### Cell classes on the final placement, run 1

Drawn at 4 px/micron.
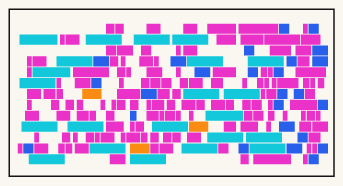
### Clock distribution, run 1

Drawn at 4 px/micron.
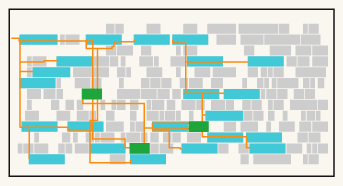
### I/O pins on the die edge, run 1

Drawn at 6 px/micron. Pins as bars across the die edge, other pins in grey.
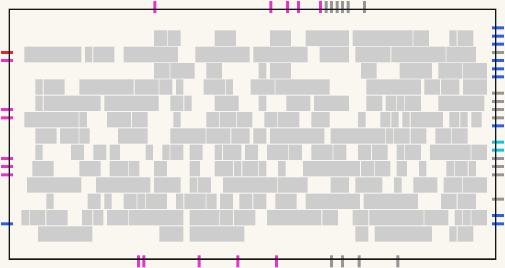
### Clock wiring as the flow saved it, run 1

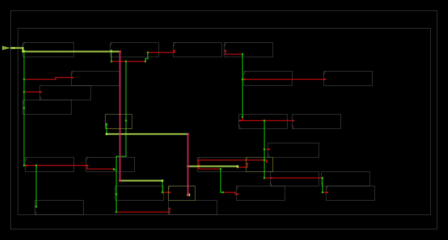
===== config.mk =====
export PLATFORM = sky130hd
export DESIGN_NAME = prog_sequencer
export DESIGN_NICKNAME = d
export VERILOG_FILES = /design/src/rtl/prog_sequencer.sv
export SDC_FILE = /design/constraint.sdc
export NUM_CORES = 1
export LEC_CHECK = 0
export CORE_ASPECT_RATIO = 0.5
export CORE_UTILIZATION = 50
export DETAILED_ROUTE_END_ITERATION = 8
export DONT_BUFFER_PORTS = 1
export GPL_TIMING_DRIVEN = 0
export PLACE_DENSITY = 0.68
export SETUP_SLACK_MARGIN = 0.15
export SYNTH_ARGS = -nofsm -noshare
export SYNTH_HDL_FRONTEND = slang
export SYNTH_SLANG_ARGS = --single-unit

===== constraint.sdc =====
create_clock -name clk -period 2.02 [get_ports clk]
set_input_delay 0.202 -clock clk [delete_from_list [all_inputs] [get_ports clk]]
set_output_delay 0.202 -clock clk [all_outputs]
set_load 0.02 [all_outputs]

===== src/rtl/prog_sequencer.sv =====
// Run controller for the 9-bit-instruction core: program select, PC load, clock-enable gating,
// end/timeout detection and data-memory arbitration between the core and an external loader.
module prog_sequencer #(
    parameter int D          = 10,
    parameter int CW         = 16,
    parameter int P0_START   = 0,
    parameter int P0_END     = 400,
    parameter int P1_START   = 400,
    parameter int P1_END     = 450,
    parameter int P2_START   = 450,
    parameter int P2_END     = 800,
    parameter int MAX_CYCLES = 50000
) (
    input  logic          clk,
    input  logic          reset,
    input  logic          start,
    input  logic [1:0]    prog_sel,
    input  logic [D-1:0]  pc,
    output logic          pc_load,
    output logic [D-1:0]  pc_load_val,
    output logic          core_en,
    output logic          busy,
    output logic          done,
    output logic          timeout,
    output logic [CW-1:0] cycle_count,
    input  logic          ext_req,
    output logic          ext_gnt
);
    typedef enum logic [2:0] {S_IDLE, S_LOAD, S_RUN, S_DONE, S_TOUT} state_t;

    localparam logic [D-1:0]  A_P0_S = D'(P0_START);
    localparam logic [D-1:0]  A_P0_E = D'(P0_END);
    localparam logic [D-1:0]  A_P1_S = D'(P1_START);
    localparam logic [D-1:0]  A_P1_E = D'(P1_END);
    localparam logic [D-1:0]  A_P2_S = D'(P2_START);
    localparam logic [D-1:0]  A_P2_E = D'(P2_END);
    localparam logic [CW-1:0] LAST_COUNT = CW'(MAX_CYCLES - 1);

    state_t        r_state;
    state_t        w_state_next;
    logic [1:0]    r_prog;
    logic [CW-1:0] r_cycle_count;
    logic          r_ext_gnt;

    logic [D-1:0]  w_start_addr;
    logic [D-1:0]  w_end_addr;
    logic          w_idle_like;
    logic          w_accept;
    logic          w_hit;
    logic          w_limit;

    always_comb begin
        w_start_addr = A_P0_S;
        w_end_addr   = A_P0_E;
        case (r_prog)
            2'd1: begin
                w_start_addr = A_P1_S;
                w_end_addr   = A_P1_E;
            end
            2'd2: begin
                w_start_addr = A_P2_S;
                w_end_addr   = A_P2_E;
            end
            default: begin
                w_start_addr = A_P0_S;
                w_end_addr   = A_P0_E;
            end
        endcase
    end

    // A grant blocks starts, and a start on the same edge blocks a new grant.
    assign w_idle_like = (r_state == S_IDLE) || (r_state == S_DONE) || (r_state == S_TOUT);
    assign w_accept    = w_idle_like && start && (prog_sel != 2'd3) && !r_ext_gnt;
    assign w_hit       = (r_state == S_RUN) && (pc == w_end_addr);
    assign w_limit     = (r_cycle_count == LAST_COUNT);

    always_comb begin
        w_state_next = r_state;
        pc_load      = 1'b0;
        pc_load_val  = '0;
        core_en      = 1'b0;
        busy         = 1'b0;
        done         = 1'b0;
        timeout      = 1'b0;
        case (r_state)
            S_IDLE, S_DONE, S_TOUT: begin
                done    = (r_state == S_DONE);
                timeout = (r_state == S_TOUT);
                if (w_accept) begin
                    w_state_next = S_LOAD;
                end
            end
            S_LOAD: begin
                pc_load      = 1'b1;
                pc_load_val  = w_start_addr;
                busy         = 1'b1;
                w_state_next = S_RUN;
            end
            S_RUN: begin
                busy    = 1'b1;
                core_en = !w_hit;
                if (w_hit) begin
                    w_state_next = S_DONE;
                end else if (w_limit) begin
                    w_state_next = S_TOUT;
                end
            end
            default: w_state_next = S_IDLE;
        endcase
    end

    always_ff @(posedge clk or posedge reset) begin
        if (reset) begin
            r_state       <= S_IDLE;
            r_prog        <= 2'd0;
            r_cycle_count <= '0;
            r_ext_gnt     <= 1'b0;
        end else begin
            r_state <= w_state_next;
            if (w_accept) begin
                r_prog <= prog_sel;
            end
            // Saturating count of enabled RUN cycles; the hit cycle is not counted.
            if (w_accept || r_state == S_LOAD) begin
                r_cycle_count <= '0;
            end else if (core_en && r_cycle_count != '1) begin
                r_cycle_count <= r_cycle_count + CW'(1);
            end
            if (r_ext_gnt) begin
                r_ext_gnt <= ext_req;
            end else begin
                r_ext_gnt <= ext_req && w_idle_like && !w_accept;
            end
        end
    end

    assign cycle_count = r_cycle_count;
    assign ext_gnt     = r_ext_gnt;
endmodule


==> flow_summary.json, run 1 <==
{
  "crit_fanout": 7,
  "antenna_found_initial": 0,
  "grt_overflow": 0,
  "ios": 48,
  "p_comb_uw": 1120,
  "max_freq_mhz": 509,
  "tightest_slew_ns": 0.850,
  "path_buffers": 2,
  "required_ns": 2.21,
  "combPwrFrac_pct": 53.1,
  "synth.area.mux_share_pct": 7.09,
  "grt.total_usage_pct": 26.0,
  "period_used_pct": 97.3,
  "met2_usage_pct": 43.4,
  "first_global_vias": 1321,
  "pre_cts_slack_ns": -0.0399,
  "fin_worst_hold_slack_ns": -0.00340,
  "status": "finished, violations left",
  "final-hold-violation-count": 15,
  "grt_max_degree": 23,
  "critical_path_class": "register to register",
  "comb_area_share_pct": 53.9,
  "clkTransAtPathRegs_ns": 0.08,
  "ys_cells": 165,
  "grt_setup_unrepaired": "yes",
  "hpwlAfterDp_microns": 2510,
  "violations": "negative hold slack",
  "wl_met3_microns": 253,
  "root_buffer": "clkbuf_8",
  "power_density_mw_per_mm2": 1100,
  "dpl-instance-area_sq_mm": 0.00163,
  "utilization_pct": 69.5,
  "period_needed_ns": 1.97,
  "ys_sh_aoi_pct": 13.8,
  "crit_family": "simple AND/OR/NAND/NOR gates",
  "finalSetupViolCount": 0,
  "synth_cell_type_count": 52,
  "slew_violations": 0,
  "r2r_setup_slack_ns": 0.05,
  "postRouteWirelength_microns": 3840,
  "ant_nets": 0,
  "crit_chain": "inv_2 -> ha_2 -> or3_4 -> a22oi_4 -> a21oi_4 -> buf_6 -> nand3_1 -> mux2i_1",
  "fill_cells": 219,
  "hold_class": "primary input to async pin",
  "placedCellCount": 206,
  "top_area_cell": "dfrtp_1",
  "reg2reg_from": "r_prog[0]$_DFFE_PP0P_",
  "nMultiInputCombCells": 127,
  "signal_buffers": 25,
  "antenna_cells": 0,
  "area_leaders": "dfrtp_1 (35%), mux2i_1 (7.1%), nand2_1 (4.8%)",
  "drt_iter0_drc": 64,
  "fin_ws_ns": 0.0541,
  "adder_share_pct": 3.22,
  "peakVddDrop_v": 0.000714,
  "total_leakage_power_uw": 0.000887,
  "vias_per_cell": 5.78,
  "fin_setup_tns_ns": 0,
  "worstSetupEndpointType": "register"
}
-- 'Cell classes on the final placement' (at the start) --
- remaining buffers and delay cells: blue (cells 25; share of their area 11%)
- clock-net drivers: orange (cells 3; share of their area 2.2%)
- sequential cells: cyan (cells 22; share of their area 30%)
- remaining logic cells: magenta (cells 135; share of their area 57%)
FP Rows: 13
design area: 0.00192 sq mm
Std-Cell Core Area: 0.00277 sq mm
Seq area share: 28.8%

-- 'Clock distribution' (at the start) --
- clock wires: orange (length 312 microns)
- flip-flops: cyan (count 22)
- clock-net drivers: green (count 3)
- flops lie: widely spread
clk_skew: 0.00410 ns
power in the clock group: 272 uW
clock share of power: 12.9%
worst-skew pair later-pin latency: 0.26 ns

-- 'I/O pins on the die edge' (at the start) --
- `clk`: red (pins 1; direction input; edge left)
- `pc_load_val`: blue (pins 10; direction output; edge 9 right, 1 left)
- `prog_sel`: cyan (pins 2; direction input; edge right)
- `cycle_count`: magenta (pins 16; direction output; edge 6 left, 5 top, 5 bottom)
- all pins by edge: 20 right, 11 top, 9 bottom, 8 left
Die Y: 41.4 microns
Die Wd: 80.8 microns
port bufs: 0

-- 'Clock wiring as the flow saved it' (at the start) --
clock sink count: 22
cts bufs inserted: 3
flip-flops: 22
clock buf count: 3

## run 1: synthesized netlist by cell type, drive strengths merged
cell and count:
conb 1, inv 8, xor2 1, o2111a 1
o31ai 1, o21a 3, a22oi 1, a21o 2
or4b 1, o22ai 1, ha 4, nor4 2
buf 12, or2b 1, a221oi 1, nand4 5
nor3 1, a31oi 2, or3 5, o22a 1
nor2 7, nand2 20, nor3b 2, a21boi 1
and2 6, nand3 12, nor2b 2, and3 7
o21ai 3, and4 3, nand3b 2, a21oi 3
a41oi 1, nor4bb 1, or2 1, nand2b 1
xnor2 2, dfrtp 22, a211oi 1, a31o 2
mux2i 11, o41a 1
## run 1: registers in the layout (all words and copies together) (netlist names)
register     cells
cycle_count     16
r_state          3
r_prog           2
ext_gnt          1
### Wiring by layer, run 1

Drawn at 4 px/micron.
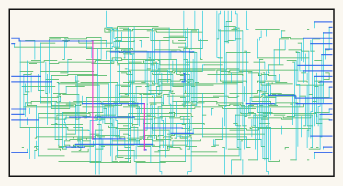

==> inputs of run 2 (changes only) <==
--- a/config.mk
+++ b/config.mk
@@ -10,7 +10,7 @@
 export DETAILED_ROUTE_END_ITERATION = 8
 export DONT_BUFFER_PORTS = 1
 export GPL_TIMING_DRIVEN = 0
-export PLACE_DENSITY = 0.68
+export PLACE_DENSITY = 0.75
 export SETUP_SLACK_MARGIN = 0.15
 export SYNTH_ARGS = -nofsm -noshare
 export SYNTH_HDL_FRONTEND = slang
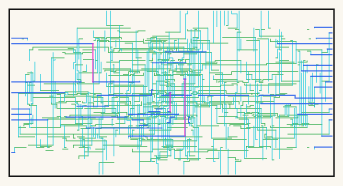
*Wiring by layer, run 2*
Drawn at 4 px/micron.
- M4: magenta (wire length 28.5 microns)
- M3: blue (wire length 330 microns)
- M2: cyan (wire length 1,750 microns)
- M1: green (wire length 1,620 microns)
DRT Wirelength: 3730 microns
WL/cell: 16.6 microns
GRT Overall Usage: 22.9%
via count: 1,350

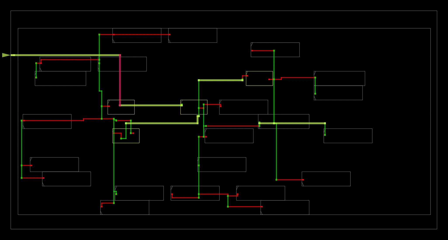
*Clock wiring as the flow saved it, run 2*
clock buf count: 4
clk_skew: 0.00425 ns

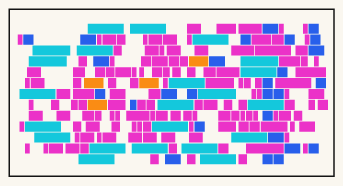
*Cell classes on the final placement, run 2*
Drawn at 4 px/micron.
- clock drivers and dummy loads: orange (cells 4; share of their area 2.9%)
- remaining logic cells: magenta (cells 135; share of their area 56%)
- sequential cells: cyan (cells 22; share of their area 29%)
- remaining buffers and delay cells: blue (cells 27; share of their area 12%)
design area: 0.00196 sq mm
final core occ: 70.9%

==> run 2 against run 1 <==
Compared with the run above: the flow still finishes with violations (negative hold slack); area after synthesis is the same; die size stayed put; clock power up 19%; hold slack got worse by 0.0011 ns; final cell count rose by 1.4%; clock skew about the same; register-to-register slack got worse by 0.03 ns; first-iteration DRC count rose by 30%; critical endpoint is now cycle_count[11]$_DFFE_PP0P_; largest power group unchanged.
==> flow_summary.json, run 2 <==
{
  "status": "finished, violations left",
  "violations": "negative hold slack",
  "synth_cell_type_count": 52,
  "pwr-share-clk_pct": 14.7,
  "edf_count": 0,
  "numCtsBuffers": 3,
  "slew_violations": 0,
  "power_density_mw_per_mm2": 1130,
  "required_ns": 2.21,
  "row_count": 13,
  "vias_per_cell": 6.00,
  "p_clk_uw": 325,
  "async_flop_share_pct": 100,
  "fin_worst_hold_slack_ns": -0.00454,
  "area_leaders": "dfrtp_1 (35%), mux2i_1 (7.1%), nand2_1 (4.8%)",
  "die_h_microns": 41.4,
  "wl_met3_microns": 329,
  "finalSetupViolCount": 0,
  "hold_class": "primary input to async pin",
  "crit_family": "AND-OR/OR-AND gates",
  "peakVddDrop_v": 0.000617,
  "period_used_pct": 98.8,
  "nMultiInputCombCells": 127,
  "fill_cells": 207,
  "tightest_slew_ns": 0.862,
  "fin_setup_tns_ns": 0,
  "ff_type": "dfrtp_1",
  "comb_area_share_pct": 53.0,
  "io_buffers": 0,
  "antenna_cells": 0,
  "most_common_cell": "dfrtp_1",
  "dpl-instance-area_sq_mm": 0.00163,
  "grt_max_degree": 23,
  "first_global_vias": 1246,
  "max_freq_mhz": 501,
  "seq_area_share_pct": 28.4,
  "final-hold-violation-count": 19,
  "ff_count": 22,
  "clock_latency_ns": 0.27,
  "grt_setup_unrepaired": "yes",
  "antenna_found_initial": 0,
  "reg2reg_from": "r_prog[0]$_DFFE_PP0P_",
  "clock-sinks": 22,
  "signal_buffers": 27,
  "worstSetupEndpointType": "register",
  "combPwrFrac_pct": 52.9
}
run 2: cell counts after synthesis:
No cell type changed its count.
run 2: logic make-up after synthesis:
kind of cell    count (synthesis)  synth area share, %
simple gates                   79                 30.0
compound gates                 25                 13.8
flops                          22                 35.5
buf+inv                        20                 8.54
mux                            11                 7.09
fa+ha+maj                       4                 3.22
xor+xnor                        3                 1.69
other cells                     1                0.242
run 2: worst min-delay path by stage:
stage               depth (start not counted)  slack [ns]                         end
floorplan                                   1        0.19  cycle_count[0]$_DFFE_PP0P_
global placement                            1        0.30  cycle_count[2]$_DFFE_PP0P_
detailed placement                          1        0.31  cycle_count[2]$_DFFE_PP0P_
CTS                                         1        0.02  cycle_count[2]$_DFFE_PP0P_
global route                                1        0.03           ext_gnt$_DFF_PP0_
finish                                      1      -0.005  cycle_count[7]$_DFFE_PP0P_
### Clock distribution, run 2

Drawn at 4 px/micron.
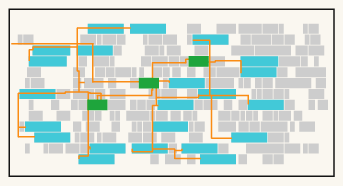

==> inputs of run 3 (changes only) <==
==> constraint.sdc (replaced) <==
create_clock -name clk -period 1.7 [get_ports clk]
set_input_delay 0.17 -clock clk [delete_from_list [all_inputs] [get_ports clk]]
set_output_delay 0.17 -clock clk [all_outputs]
set_load 0.02 [all_outputs]
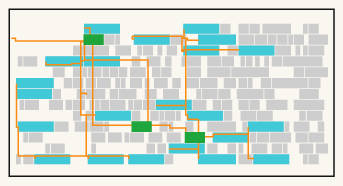
*Clock distribution, run 3*
Drawn at 4 px/micron.
- flip-flops: cyan (count 22)
- clock-net drivers: green (count 3)
- clock wires: orange (length 315 microns)
- routed clock nets: 4
- flops lie: widely spread
clk_skew: 0.00211 ns
clock share of power: 14.8%
worst-skew pair later-pin latency: 0.27 ns
power in the clock group: 385 uW

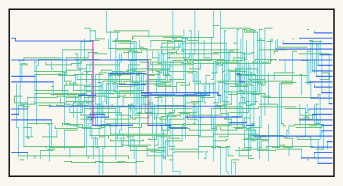
*Wiring by layer, run 3*
Drawn at 4 px/micron.
- M3: blue (wire length 393 microns)
- M2: cyan (wire length 1,710 microns)
- M1: green (wire length 1,650 microns)
- M4: magenta (wire length 37.4 microns)
GRT Overall Usage: 24.3%
DRT Wirelength: 3790 microns
via count: 1,340
WL/cell: 16.8 microns

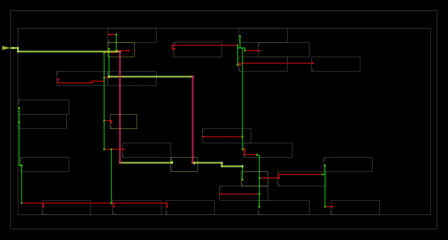
*Clock wiring as the flow saved it, run 3*

==> run 3 against run 2 <==
Compared with the run above: the run ends with negative setup slack left; routed wire length rose by 1.5%; non-clock buffer count stayed put; flip-flop count unchanged; via count decreased by 0.74%; first-iteration DRC count is 55% lower; final cell count did not move; register-to-register slack got worse by 0.33 ns; critical path type unchanged; critical endpoint is now cycle_count[14]$_DFFE_PP0P_.
==> flow_summary.json, run 3 <==
{
  "fin_area_sq_mm": 0.00200,
  "hold_end": "ext_gnt$_DFF_PP0_",
  "numCtsBuffers": 3,
  "utilization_pct": 72.3,
  "largest_class": "combinational gates",
  "tapCellCount": 37,
  "dpl-instance-area_sq_mm": 0.00173,
  "slew_violations": 0,
  "synth_cell_type_count": 52,
  "core_sq_mm": 0.00277,
  "row_count": 13,
  "seq_area_share_pct": 27.8,
  "crit_arrival_ns": 2.17,
  "nMultiInputCombCells": 127,
  "regArea_sq_um": 556,
  "final_cell_mix": "nand2_1 (18), dfrtp_1 (18), buf_4 (15)",
  "reg2reg_from": "r_prog[1]$_DFFE_PP0P_",
  "period_used_pct": 118,
  "met2_usage_pct": 37.3,
  "max_freq_mhz": 498,
  "fill_cells": 205,
  "busiest_layer": "met2",
  "async_flop_share_pct": 100,
  "power-top-group": "combinational cells",
  "first_pass_iters": 4,
  "antenna_cells": 0,
  "grt_max_degree": 23,
  "dieWidth_microns": 80.8,
  "r2r_setup_slack_ns": -0.31,
  "most_common_cell": "dfrtp_1",
  "required_ns": 1.86,
  "p_sw_share_pct": 43.2,
  "fin_worst_hold_slack_ns": 0.00519,
  "r2r_cells": 7,
  "edf_count": 0,
  "cp_slowest_cell": "dfrtp_1",
  "hold_depth": 1,
  "top_area_cell": "dfrtp_1",
  "peakVddDrop_v": 0.000998,
  "io_buffers": 0,
  "die_h_microns": 41.4,
  "finalSetupViolCount": 25,
  "violations": "negative setup slack",
  "clkbuf_count": 4,
  "nNonClkInverters": 8,
  "ff_type": "dfrtp_1",
  "fin_ws_ns": -0.307,
  "fin_setup_tns_ns": -4.83,
  "power_density_mw_per_mm2": 1300,
  "tightest_slew_ns": 0.858,
  "use_met3_pct": 8.79,
  "root_buffer": "clkbuf_8",
  "status": "finished, violations left",
  "path_buffers": 1,
  "critical_path_class": "register to register",
  "pg_seq_uw": 858,
  "crit_family": "AND-OR/OR-AND gates",
  "hold_class": "primary input to register",
  "drc": 0,
  "chipArea_sq_mm": 0.00335,
  "crit_chain": "inv_1 -> ha_2 -> or3_4 -> a22oi_4 -> a211oi_4 -> and4_4 -> o21a_1",
  "syn_area_sq_mm": 0.00155,
  "antenna_found_initial": 0,
  "first_global_vias": 1280,
  "final-hold-violation-count": 0,
  "stdcell_count": 225,
  "worstSetupEndpointType": "register",
  "initial_core_util_pct": 56.2,
  "signal_buffers": 27,
  "ios": 48,
  "cp-startpoint": "r_prog[1]$_DFFE_PP0P_",
  "pre_cts_slack_ns": -0.256,
  "largest_register_ffs": 16,
  "nets": 209,
  "grt_setup_unrepaired": "yes",
  "vias_per_cell": 5.96,
  "gp_congestion": 0.846,
  "clock-sinks": 22,
  "combPwrFrac_pct": 52.3,
  "drive_above_1_share_pct": 40.4,
  "area_leaders": "dfrtp_1 (35%), mux2i_1 (7.1%), nand2_1 (4.8%)",
  "ff_count": 22,
  "comb_area_share_pct": 52.9
}
## run 3: cell counts after synthesis
No cell type changed its count.
## run 3: cell families after synthesis
group	Yosys count	share of synthesized area [%]
other	1	0.242
buffers and inverters	20	8.54
adder cells (fa/ha/maj)	4	3.22
XOR/XNOR	3	1.69
multiplexers	11	7.09
flip-flops	22	35.5
AND-OR/OR-AND	25	13.8
AND/OR/NAND/NOR	79	30.0
## run 3: repair_timing
item                                   4_1_cts  5_1_grt
resized                                     16       11
endpoints found under the hold margin       22        1
hold buffers                                 1        1
cloned                                       1        0
setup buffers                                8        4
setup endpoints to repair                   25       29
pin swaps                                    5       13
## run 3: layer usage
metal / wire [microns] / vias up
met5: 0 / -
met4: 37 / 0
met3: 392 / 4
met2: 1710 / 65
met1: 1650 / 637
li1: - / 634
Power figures rest on the tool's default switching activity, not on a simulated workload.
